[src/rtl/hazard_control_pkg.sv]
// hazard_control_pkg
//   Shared definitions for the hazard control slice: opcode constants,
//   register index width, multiply FSM state encoding and a small helper
//   for register-dependency comparison.
package hazard_control_pkg;

  // Register index width of the integer register file.
  localparam int REG_IDX_W = 5;

  // Opcode constants seen in x_opcode.
  localparam logic [6:0] OPC_MUL    = 7'h02;
  localparam logic [6:0] OPC_LOAD   = 7'h03;
  localparam logic [6:0] OPC_STORE  = 7'h23;
  localparam logic [6:0] OPC_BRANCH = 7'h63;
  localparam logic [6:0] OPC_JAL    = 7'h6F;

  // Width of the multiply cycle counter; covers MUL_LATENCY up to 16.
  localparam int MUL_CNT_W = 4;

  // Multi-cycle multiply FSM states.
  typedef enum logic [1:0] {
    ST_IDLE     = 2'd0,
    ST_MUL_BUSY = 2'd1,
    ST_MUL_LAST = 2'd2
  } hz_state_e;

  // True when a producer register is a real (non-x0) match for a consumer.
  function automatic logic reg_dep(input logic [REG_IDX_W-1:0] producer,
                                   input logic [REG_IDX_W-1:0] consumer);
    return (producer != '0) && (producer == consumer);
  endfunction

endpackage

[src/rtl/hazard_control_if.sv]
// hazard_control_if
//   Bundles the decode/execute observation signals and the pipeline control
//   returned by the hazard unit.
//   master : pipeline side (drives decode/execute fields, receives control)
//   slave  : hazard unit side (observes fields, drives control)
//   Inputs to hazard unit : d_src_reg_1/2, x_opcode, x_dst_reg, x_mem_read,
//                           x_reg_write, x_redirect, x_target_pc
//   Outputs of hazard unit: f_stall, d_stall, x_stall, fd_flush, dx_flush,
//                           m_bubble, f_redirect, f_redirect_pc, busy,
//                           perf_stall_cnt, perf_flush_cnt
interface hazard_control_if
  import hazard_control_pkg::*;
#(
  parameter int CNT_W = 32
);
  logic [REG_IDX_W-1:0] d_src_reg_1;
  logic [REG_IDX_W-1:0] d_src_reg_2;
  logic [6:0]           x_opcode;
  logic [REG_IDX_W-1:0] x_dst_reg;
  logic                 x_mem_read;
  logic                 x_reg_write;
  logic                 x_redirect;
  logic [31:0]          x_target_pc;

  logic                 f_stall;
  logic                 d_stall;
  logic                 x_stall;
  logic                 fd_flush;
  logic                 dx_flush;
  logic                 m_bubble;
  logic                 f_redirect;
  logic [31:0]          f_redirect_pc;
  logic                 busy;
  logic [CNT_W-1:0]     perf_stall_cnt;
  logic [CNT_W-1:0]     perf_flush_cnt;

  modport master (
    output d_src_reg_1, d_src_reg_2, x_opcode, x_dst_reg, x_mem_read,
           x_reg_write, x_redirect, x_target_pc,
    input  f_stall, d_stall, x_stall, fd_flush, dx_flush, m_bubble,
           f_redirect, f_redirect_pc, busy, perf_stall_cnt, perf_flush_cnt
  );

  modport slave (
    input  d_src_reg_1, d_src_reg_2, x_opcode, x_dst_reg, x_mem_read,
           x_reg_write, x_redirect, x_target_pc,
    output f_stall, d_stall, x_stall, fd_flush, dx_flush, m_bubble,
           f_redirect, f_redirect_pc, busy, perf_stall_cnt, perf_flush_cnt
  );

endinterface

[src/rtl/hazard_control_mul_stall_fsm.sv]
// mul_stall_fsm
//   Tracks a multi-cycle multiply sitting in execute and raises mul_stall
//   for MUL_LATENCY-1 cycles. The cycle in MUL_LAST is the one in which the
//   multiply retires, so it is not stalled.
//   clock     : system clock, rising edge
//   reset     : asynchronous active-low reset
//   x_opcode  : execute-stage opcode
//   mul_stall : combinational stall request
//   busy      : FSM is not in IDLE
module mul_stall_fsm
  import hazard_control_pkg::*;
#(
  parameter int         MUL_LATENCY = 3,
  parameter logic [6:0] OPC_MUL     = hazard_control_pkg::OPC_MUL
) (
  input  logic       clock,
  input  logic       reset,
  input  logic [6:0] x_opcode,
  output logic       mul_stall,
  output logic       busy
);

  // Counter preload: MUL_BUSY lasts MUL_CNT_INIT+1 cycles.
  localparam logic [MUL_CNT_W-1:0] MUL_CNT_INIT =
    (MUL_LATENCY >= 3) ? MUL_CNT_W'(MUL_LATENCY - 3) : '0;
  localparam bit LAT_STALLS = (MUL_LATENCY >= 2);
  localparam bit LAT_BUSY   = (MUL_LATENCY >= 3);

  hz_state_e            state_reg;
  logic [MUL_CNT_W-1:0] mul_cnt_reg;
  logic                 mul_start;

  // Gated by reset so an asserted reset drops the stall in the same cycle
  // even while the multiply opcode is still present in execute.
  assign mul_start = reset && (state_reg == ST_IDLE) && (x_opcode == OPC_MUL);
  assign mul_stall = (mul_start && LAT_STALLS) || (state_reg == ST_MUL_BUSY);
  assign busy      = (state_reg != ST_IDLE);

  always_ff @(posedge clock or negedge reset) begin
    if (!reset) begin
      state_reg   <= ST_IDLE;
      mul_cnt_reg <= '0;
    end else begin
      case (state_reg)
        ST_IDLE: begin
          if (mul_start) begin
            if (LAT_BUSY) begin
              state_reg   <= ST_MUL_BUSY;
              mul_cnt_reg <= MUL_CNT_INIT;
            end else if (LAT_STALLS) begin
              state_reg <= ST_MUL_LAST;
            end
          end
        end
        ST_MUL_BUSY: begin
          if (mul_cnt_reg == '0) begin
            state_reg <= ST_MUL_LAST;
          end else begin
            mul_cnt_reg <= mul_cnt_reg - 1'b1;
          end
        end
        // The multiply still occupies execute here; leaving through IDLE
        // on the next edge means it cannot restart itself.
        ST_MUL_LAST: state_reg <= ST_IDLE;
        default:     state_reg <= ST_IDLE;
      endcase
    end
  end

endmodule

[src/rtl/hazard_control.sv]
// hazard_control
//   Pipeline hazard unit. Watches the decode/execute register outputs and
//   returns stall, flush, bubble and fetch-redirect control. All control is
//   combinational from the multiply FSM state plus current inputs.
//   Priority: multiply stall > execute redirect > load-use.
//   clock : system clock, rising edge
//   reset : asynchronous active-low reset
//   hz    : hazard_control_if.slave (observed fields in, control out)
//   Optional feature macro: HAZARD_PERF_EN enables the stall/flush
//   performance counters; otherwise the counter outputs are tied to 0.
module hazard_control
  import hazard_control_pkg::*;
#(
  parameter int         MUL_LATENCY = 3,
  parameter logic [6:0] OPC_MUL     = hazard_control_pkg::OPC_MUL,
  parameter int         CNT_W       = 32
) (
  input  logic                 clock,
  input  logic                 reset,
  hazard_control_if.slave      hz
);

  logic       mul_stall;
  logic       busy;
  logic [1:0] src_hit;
  logic       load_use;
  logic       redirect_take;

  logic f_stall_next;
  logic d_stall_next;
  logic x_stall_next;
  logic fd_flush_next;
  logic dx_flush_next;
  logic m_bubble_next;
  logic f_redirect_next;

  mul_stall_fsm #(
    .MUL_LATENCY (MUL_LATENCY),
    .OPC_MUL     (OPC_MUL)
  ) u_mul_stall_fsm (
    .clock     (clock),
    .reset     (reset),
    .x_opcode  (hz.x_opcode),
    .mul_stall (mul_stall),
    .busy      (busy)
  );

  // Dependency of each decode-stage source on the execute destination.
  logic [REG_IDX_W-1:0] d_src [2];
  assign d_src[0] = hz.d_src_reg_1;
  assign d_src[1] = hz.d_src_reg_2;

  genvar gi;
  generate
    for (gi = 0; gi < 2; gi++) begin : g_src_hit
      assign src_hit[gi] = reg_dep(hz.x_dst_reg, d_src[gi]);
    end
  endgenerate

  assign load_use      = reset && hz.x_mem_read && hz.x_reg_write && (|src_hit);
  // A redirect coinciding with a multiply waits for MUL_LAST, where
  // mul_stall is already low.
  assign redirect_take = reset && hz.x_redirect && !mul_stall;

  always_comb begin
    f_stall_next    = 1'b0;
    d_stall_next    = 1'b0;
    x_stall_next    = 1'b0;
    fd_flush_next   = 1'b0;
    dx_flush_next   = 1'b0;
    m_bubble_next   = 1'b0;
    f_redirect_next = 1'b0;
    if (mul_stall) begin
      f_stall_next  = 1'b1;
      d_stall_next  = 1'b1;
      x_stall_next  = 1'b1;
      m_bubble_next = 1'b1;
    end else if (redirect_take) begin
      // Load-use is ignored: the dependent instruction is squashed anyway.
      f_redirect_next = 1'b1;
      fd_flush_next   = 1'b1;
      dx_flush_next   = 1'b1;
    end else if (load_use) begin
      // One cycle is enough: the bubble now entering execute clears the match.
      f_stall_next  = 1'b1;
      d_stall_next  = 1'b1;
      dx_flush_next = 1'b1;
    end
  end

  assign hz.f_stall       = f_stall_next;
  assign hz.d_stall       = d_stall_next;
  assign hz.x_stall       = x_stall_next;
  assign hz.fd_flush      = fd_flush_next;
  assign hz.dx_flush      = dx_flush_next;
  assign hz.m_bubble      = m_bubble_next;
  assign hz.f_redirect    = f_redirect_next;
  assign hz.f_redirect_pc = hz.x_target_pc;
  assign hz.busy          = busy;

`ifdef HAZARD_PERF_EN
  logic [CNT_W-1:0] perf_stall_reg;
  logic [CNT_W-1:0] perf_flush_reg;

  always_ff @(posedge clock or negedge reset) begin
    if (!reset) begin
      perf_stall_reg <= '0;
      perf_flush_reg <= '0;
    end else begin
      if (f_stall_next) begin
        perf_stall_reg <= perf_stall_reg + CNT_W'(1);
      end
      if (fd_flush_next || dx_flush_next) begin
        perf_flush_reg <= perf_flush_reg + CNT_W'(1);
      end
    end
  end

  assign hz.perf_stall_cnt = perf_stall_reg;
  assign hz.perf_flush_cnt = perf_flush_reg;
`else
  assign hz.perf_stall_cnt = '0;
  assign hz.perf_flush_cnt = '0;
`endif

endmodule
[src/flat_wrapper.sv]
// flat-port wrapper written by rule: the top's interface ports become plain ports
module hazard_control_flat import hazard_control_pkg::*;
#(
  parameter int         MUL_LATENCY = 3,
  parameter logic [6:0] OPC_MUL     = hazard_control_pkg::OPC_MUL,
  parameter int         CNT_W       = 32
)
  (clock, reset, hz_d_src_reg_1, hz_d_src_reg_2, hz_x_opcode, hz_x_dst_reg, hz_x_mem_read, hz_x_reg_write, hz_x_redirect, hz_x_target_pc, hz_f_stall, hz_d_stall, hz_x_stall, hz_fd_flush, hz_dx_flush, hz_m_bubble, hz_f_redirect, hz_f_redirect_pc, hz_busy, hz_perf_stall_cnt, hz_perf_flush_cnt);
  hazard_control_if #(.CNT_W(CNT_W)) hz_i ();
  input  logic clock;
  input  logic reset;
  input wire logic [$bits(hz_i.d_src_reg_1)-1:0] hz_d_src_reg_1;
  input wire logic [$bits(hz_i.d_src_reg_2)-1:0] hz_d_src_reg_2;
  input wire logic [$bits(hz_i.x_opcode)-1:0] hz_x_opcode;
  input wire logic [$bits(hz_i.x_dst_reg)-1:0] hz_x_dst_reg;
  input wire logic [$bits(hz_i.x_mem_read)-1:0] hz_x_mem_read;
  input wire logic [$bits(hz_i.x_reg_write)-1:0] hz_x_reg_write;
  input wire logic [$bits(hz_i.x_redirect)-1:0] hz_x_redirect;
  input wire logic [$bits(hz_i.x_target_pc)-1:0] hz_x_target_pc;
  output wire logic [$bits(hz_i.f_stall)-1:0] hz_f_stall;
  output wire logic [$bits(hz_i.d_stall)-1:0] hz_d_stall;
  output wire logic [$bits(hz_i.x_stall)-1:0] hz_x_stall;
  output wire logic [$bits(hz_i.fd_flush)-1:0] hz_fd_flush;
  output wire logic [$bits(hz_i.dx_flush)-1:0] hz_dx_flush;
  output wire logic [$bits(hz_i.m_bubble)-1:0] hz_m_bubble;
  output wire logic [$bits(hz_i.f_redirect)-1:0] hz_f_redirect;
  output wire logic [$bits(hz_i.f_redirect_pc)-1:0] hz_f_redirect_pc;
  output wire logic [$bits(hz_i.busy)-1:0] hz_busy;
  output wire logic [$bits(hz_i.perf_stall_cnt)-1:0] hz_perf_stall_cnt;
  output wire logic [$bits(hz_i.perf_flush_cnt)-1:0] hz_perf_flush_cnt;
  assign hz_i.d_src_reg_1 = hz_d_src_reg_1;
  assign hz_i.d_src_reg_2 = hz_d_src_reg_2;
  assign hz_i.x_opcode = hz_x_opcode;
  assign hz_i.x_dst_reg = hz_x_dst_reg;
  assign hz_i.x_mem_read = hz_x_mem_read;
  assign hz_i.x_reg_write = hz_x_reg_write;
  assign hz_i.x_redirect = hz_x_redirect;
  assign hz_i.x_target_pc = hz_x_target_pc;
  assign hz_f_stall = hz_i.f_stall;
  assign hz_d_stall = hz_i.d_stall;
  assign hz_x_stall = hz_i.x_stall;
  assign hz_fd_flush = hz_i.fd_flush;
  assign hz_dx_flush = hz_i.dx_flush;
  assign hz_m_bubble = hz_i.m_bubble;
  assign hz_f_redirect = hz_i.f_redirect;
  assign hz_f_redirect_pc = hz_i.f_redirect_pc;
  assign hz_busy = hz_i.busy;
  assign hz_perf_stall_cnt = hz_i.perf_stall_cnt;
  assign hz_perf_flush_cnt = hz_i.perf_flush_cnt;
  hazard_control #(.MUL_LATENCY(MUL_LATENCY), .OPC_MUL(OPC_MUL), .CNT_W(CNT_W)) u_core (.clock(clock), .reset(reset), .hz(hz_i));
endmodule
[config.mk]
export PLATFORM = sky130hd
export DESIGN_NAME = hazard_control_flat
export DESIGN_NICKNAME = d
export VERILOG_FILES = /design/src/rtl/hazard_control_pkg.sv /design/src/rtl/hazard_control_if.sv /design/src/rtl/hazard_control_mul_stall_fsm.sv /design/src/rtl/hazard_control.sv /design/src/flat_wrapper.sv
export SDC_FILE = /design/constraint.sdc
export NUM_CORES = 1
export LEC_CHECK = 0
export CAP_MARGIN = 25
export CORE_MARGIN = 3
export CORE_UTILIZATION = 27
export CTS_CLUSTER_DIAMETER = 200
export DETAILED_ROUTE_END_ITERATION = 8
export PLACE_DENSITY_LB_ADDON = 0.2
export REMOVE_ABC_BUFFERS = 1
export SLEW_MARGIN = 20
export SYNTH_ARGS = -nofsm -noshare
export SYNTH_HDL_FRONTEND = slang
export SYNTH_SLANG_ARGS = --single-unit
[constraint.sdc]
create_clock -name clock -period 3.95 [get_ports clock]
set_clock_uncertainty 0.15 [all_clocks]
set_input_delay 0.395 -clock clock [delete_from_list [all_inputs] [get_ports clock]]
set_output_delay 0.395 -clock clock [all_outputs]
set_load 0.01 [all_outputs]
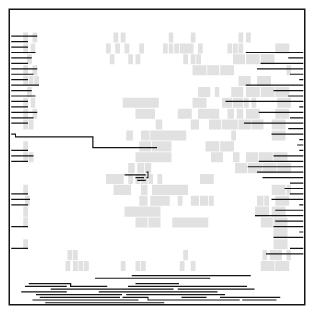
**Above:** M3 wires.
(4 px per um)
wire length on this layer: 817 um
share of all routed wire: 25%

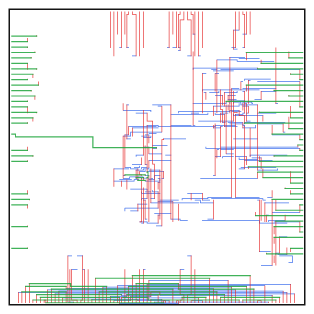
**Above:** metal layers overlaid.
(4 px per um)
[red] met2 | wire length: 1150 um
[blue] met1 | wire length: 1270 um
[green] met3 | wire length: 817 um

==> results.py <==
# Flow results
metrics = {
    "outcome": {
        "outcome": "finished clean",
    },
    "pwr": {
        "p_total_mw": 0.2315,
        "pg_comb_mw": 0.0787,
        "switching_share": 0.3062,
        "p_seq_mw": 0.0619,
        "p_sw_mw": 0.07091,
        "irDropWorstVdd_mv": 0.06160,
        "pg_clk_mw": 0.0909,
        "p_leak_nw": 0.5890,
        "seqPwrFrac": 0.267,
        "clkPwrFrac": 0.393,
        "powerDensity_nw_per_um2": 198.1,
        "p_int_mw": 0.1606,
        "power-top-group": "the clock network",
    },
    "drt": {
        "vias": 789,
        "first_iter_violations": 23,
        "detail_route.first_pass.iterations": 4,
        "viasPerCell": 3.830,
        "wl_per_cell_um": 15.72,
        "routed_wl_um": 3239,
        "drtAntennaViolNets": 0,
        "drc": 0,
    },
    "global_routing": {
        "grt_pass1_wl_um": 4195,
        "grt_pass1_vias": 714,
        "grt_antenna_before_repair": 0,
        "grt_overflow": 0,
        "globalRouteTotalUtil": 0.1103,
        "grt_max_degree": 10,
    },
    "cells_and_area": {
        "layout.nets": 219,
        "fin_area_sq_um": 1169,
        "comb_cells": 109,
        "seq_share": 0.1285,
        "utilization": 0.2781,
        "bufAreaShareNonClock": 0.2912,
        "n_antenna_cell": 0,
        "lay_top_count": "conb_1",
        "instances_no_fill": 206,
        "nClkBuffers": 3,
        "ff_count": 6,
        "syn_to_final_growth_pct": -5.081,
        "n_all_buffers": 34,
        "seq_area_sq_um": 150.1,
        "largest_reg_flops": 4,
        "largestClassByArea": "logic gates",
        "clkCellAreaFrac": 0.03533,
        "most-common-layout-cells": "conb_1, clkdlybuf4s50_1, xor2_1",
    },
    "synthesis": {
        "ys_ff": 6,
        "synth-cells-yosys": 155,
        "yosysUniqueCellTypes": 22,
        "syn-instance-count": 155,
        "top_cells_by_area": "buf_4, dfrtp_1, xor2_1",
        "yosysWarningCount": 0,
        "yosysChipArea_sq_um": 1231,
        "yosysSeqAreaShare": 0.1220,
        "yosys.area.top_type": "buf_4",
        "synthFlopType": "dfrtp_1",
        "avgSynthCellArea_sq_um": 7.943,
        "edf_count": 0,
    },
    "die": {
        "dieArea_sq_um": 5406,
        "coreArea_sq_um": 4202,
        "dieWidth_um": 73.53,
        "die_h_um": 73.53,
        "n_tap_cell": 50,
        "initCoreUtil": 0.2930,
        "ioPinCount": 163,
    },
    "sta": {
        "fmax_mhz": 323.8,
        "setup-tns-final_ns": 0,
        "whs_ns": 0.3157,
        "period_used_share": 0.7819,
        "period_minus_slack_ns": 3.088,
        "setup_viol": 0,
        "drv_slew": 0,
    },
    "clocking": {
        "clock-sinks": 6,
        "hold_buffers": 0,
        "clkTransAtPathRegs_ns": 0.04,
        "post_cts_buffers": 0,
        "cts_root_buf": "clkbuf_8",
        "tritoncts": "yes",
        "insertion_delay_ns": 0.22,
        "htree_num_levels": 1,
        "cts_resized": 0,
        "cts_buffers": 3,
        "clockBufferDepth": 2,
    },
    "placed_design": {
        "dpl.cell_count": 203,
        "placed_area_sq_um": 1127,
        "dp_hpwl_um": 2807,
        "gp_congestion": 0.8239,
    },
    "min_path": {
        "hp-class": "input port to async pin",
    },
    "flow_run": {
        "warnings": 26,
        "max_cap_violations": 0,
    },
    "critical_path": {
        "crit_fanout": 9,
        "path_class": "input port to output pin",
        "required_ns": 3.40,
        "cp.arrival_ns": 2.54,
    },
}
[cell families (layout without fill, tap and decap cells)]
family	Yosys count	count (layout)	synth area share
adder cells (fa/ha/maj)	2	2	0.02032
other	1	64	0.003046
AND-OR/OR-AND	6	6	0.03964
AND/OR/NAND/NOR	25	25	0.1138
flip-flops	6	6	0.1219
XOR/XNOR	12	12	0.08537
buffers and inverters	103	41	0.6158
[synthesized netlist by cell type (all sizes together), types with 2 or more instances]
library cell	number
o21ai	2
inv	4
nor3	3
nand2	3
ha	2
nor4b	2
nand3	6
buf	99
nor2	4
dfrtp	6
xnor2	2
and2	3
xor2	10
[worst max-delay path, cell delays in order]
cell	delay [ns]
clkdlybuf4s50_1	0.61
nor4b_1	0.25
nand3_1	0.28
nand2_1	0.17
o31ai_1	0.27
clkdlybuf4s50_1	0.57
[worst paths after layout]
path                       slack (ns)                                  start  depth (start not counted)                                    end
setup / recovery                 0.86                                  reset                          6                            hz_dx_flush
hold / removal                   0.32                                  reset                          1    u_core.u_mul_stall_fsm.state_reg[1]
setup reg to reg                 2.27  u_core.u_mul_stall_fsm.mul_cnt_reg[0]                          6  u_core.u_mul_stall_fsm.mul_cnt_reg[0]
hold reg to reg                  0.39  u_core.u_mul_stall_fsm.mul_cnt_reg[1]                          2  u_core.u_mul_stall_fsm.mul_cnt_reg[1]
max in group asynchronous        3.06                                  reset                          1  u_core.u_mul_stall_fsm.mul_cnt_reg[0]
min in group clock               0.39  u_core.u_mul_stall_fsm.mul_cnt_reg[1]                          2  u_core.u_mul_stall_fsm.mul_cnt_reg[1]
[metal layers]
metal  share of wire  vias up  track usage
met5               0        -      0.03030
met4               0        0      0.02414
met3            0.25        0       0.1218
met2            0.35      109       0.1250
met1            0.39      352       0.1329
li1                -      328            -
Power is estimated from default activity; no workload was simulated.
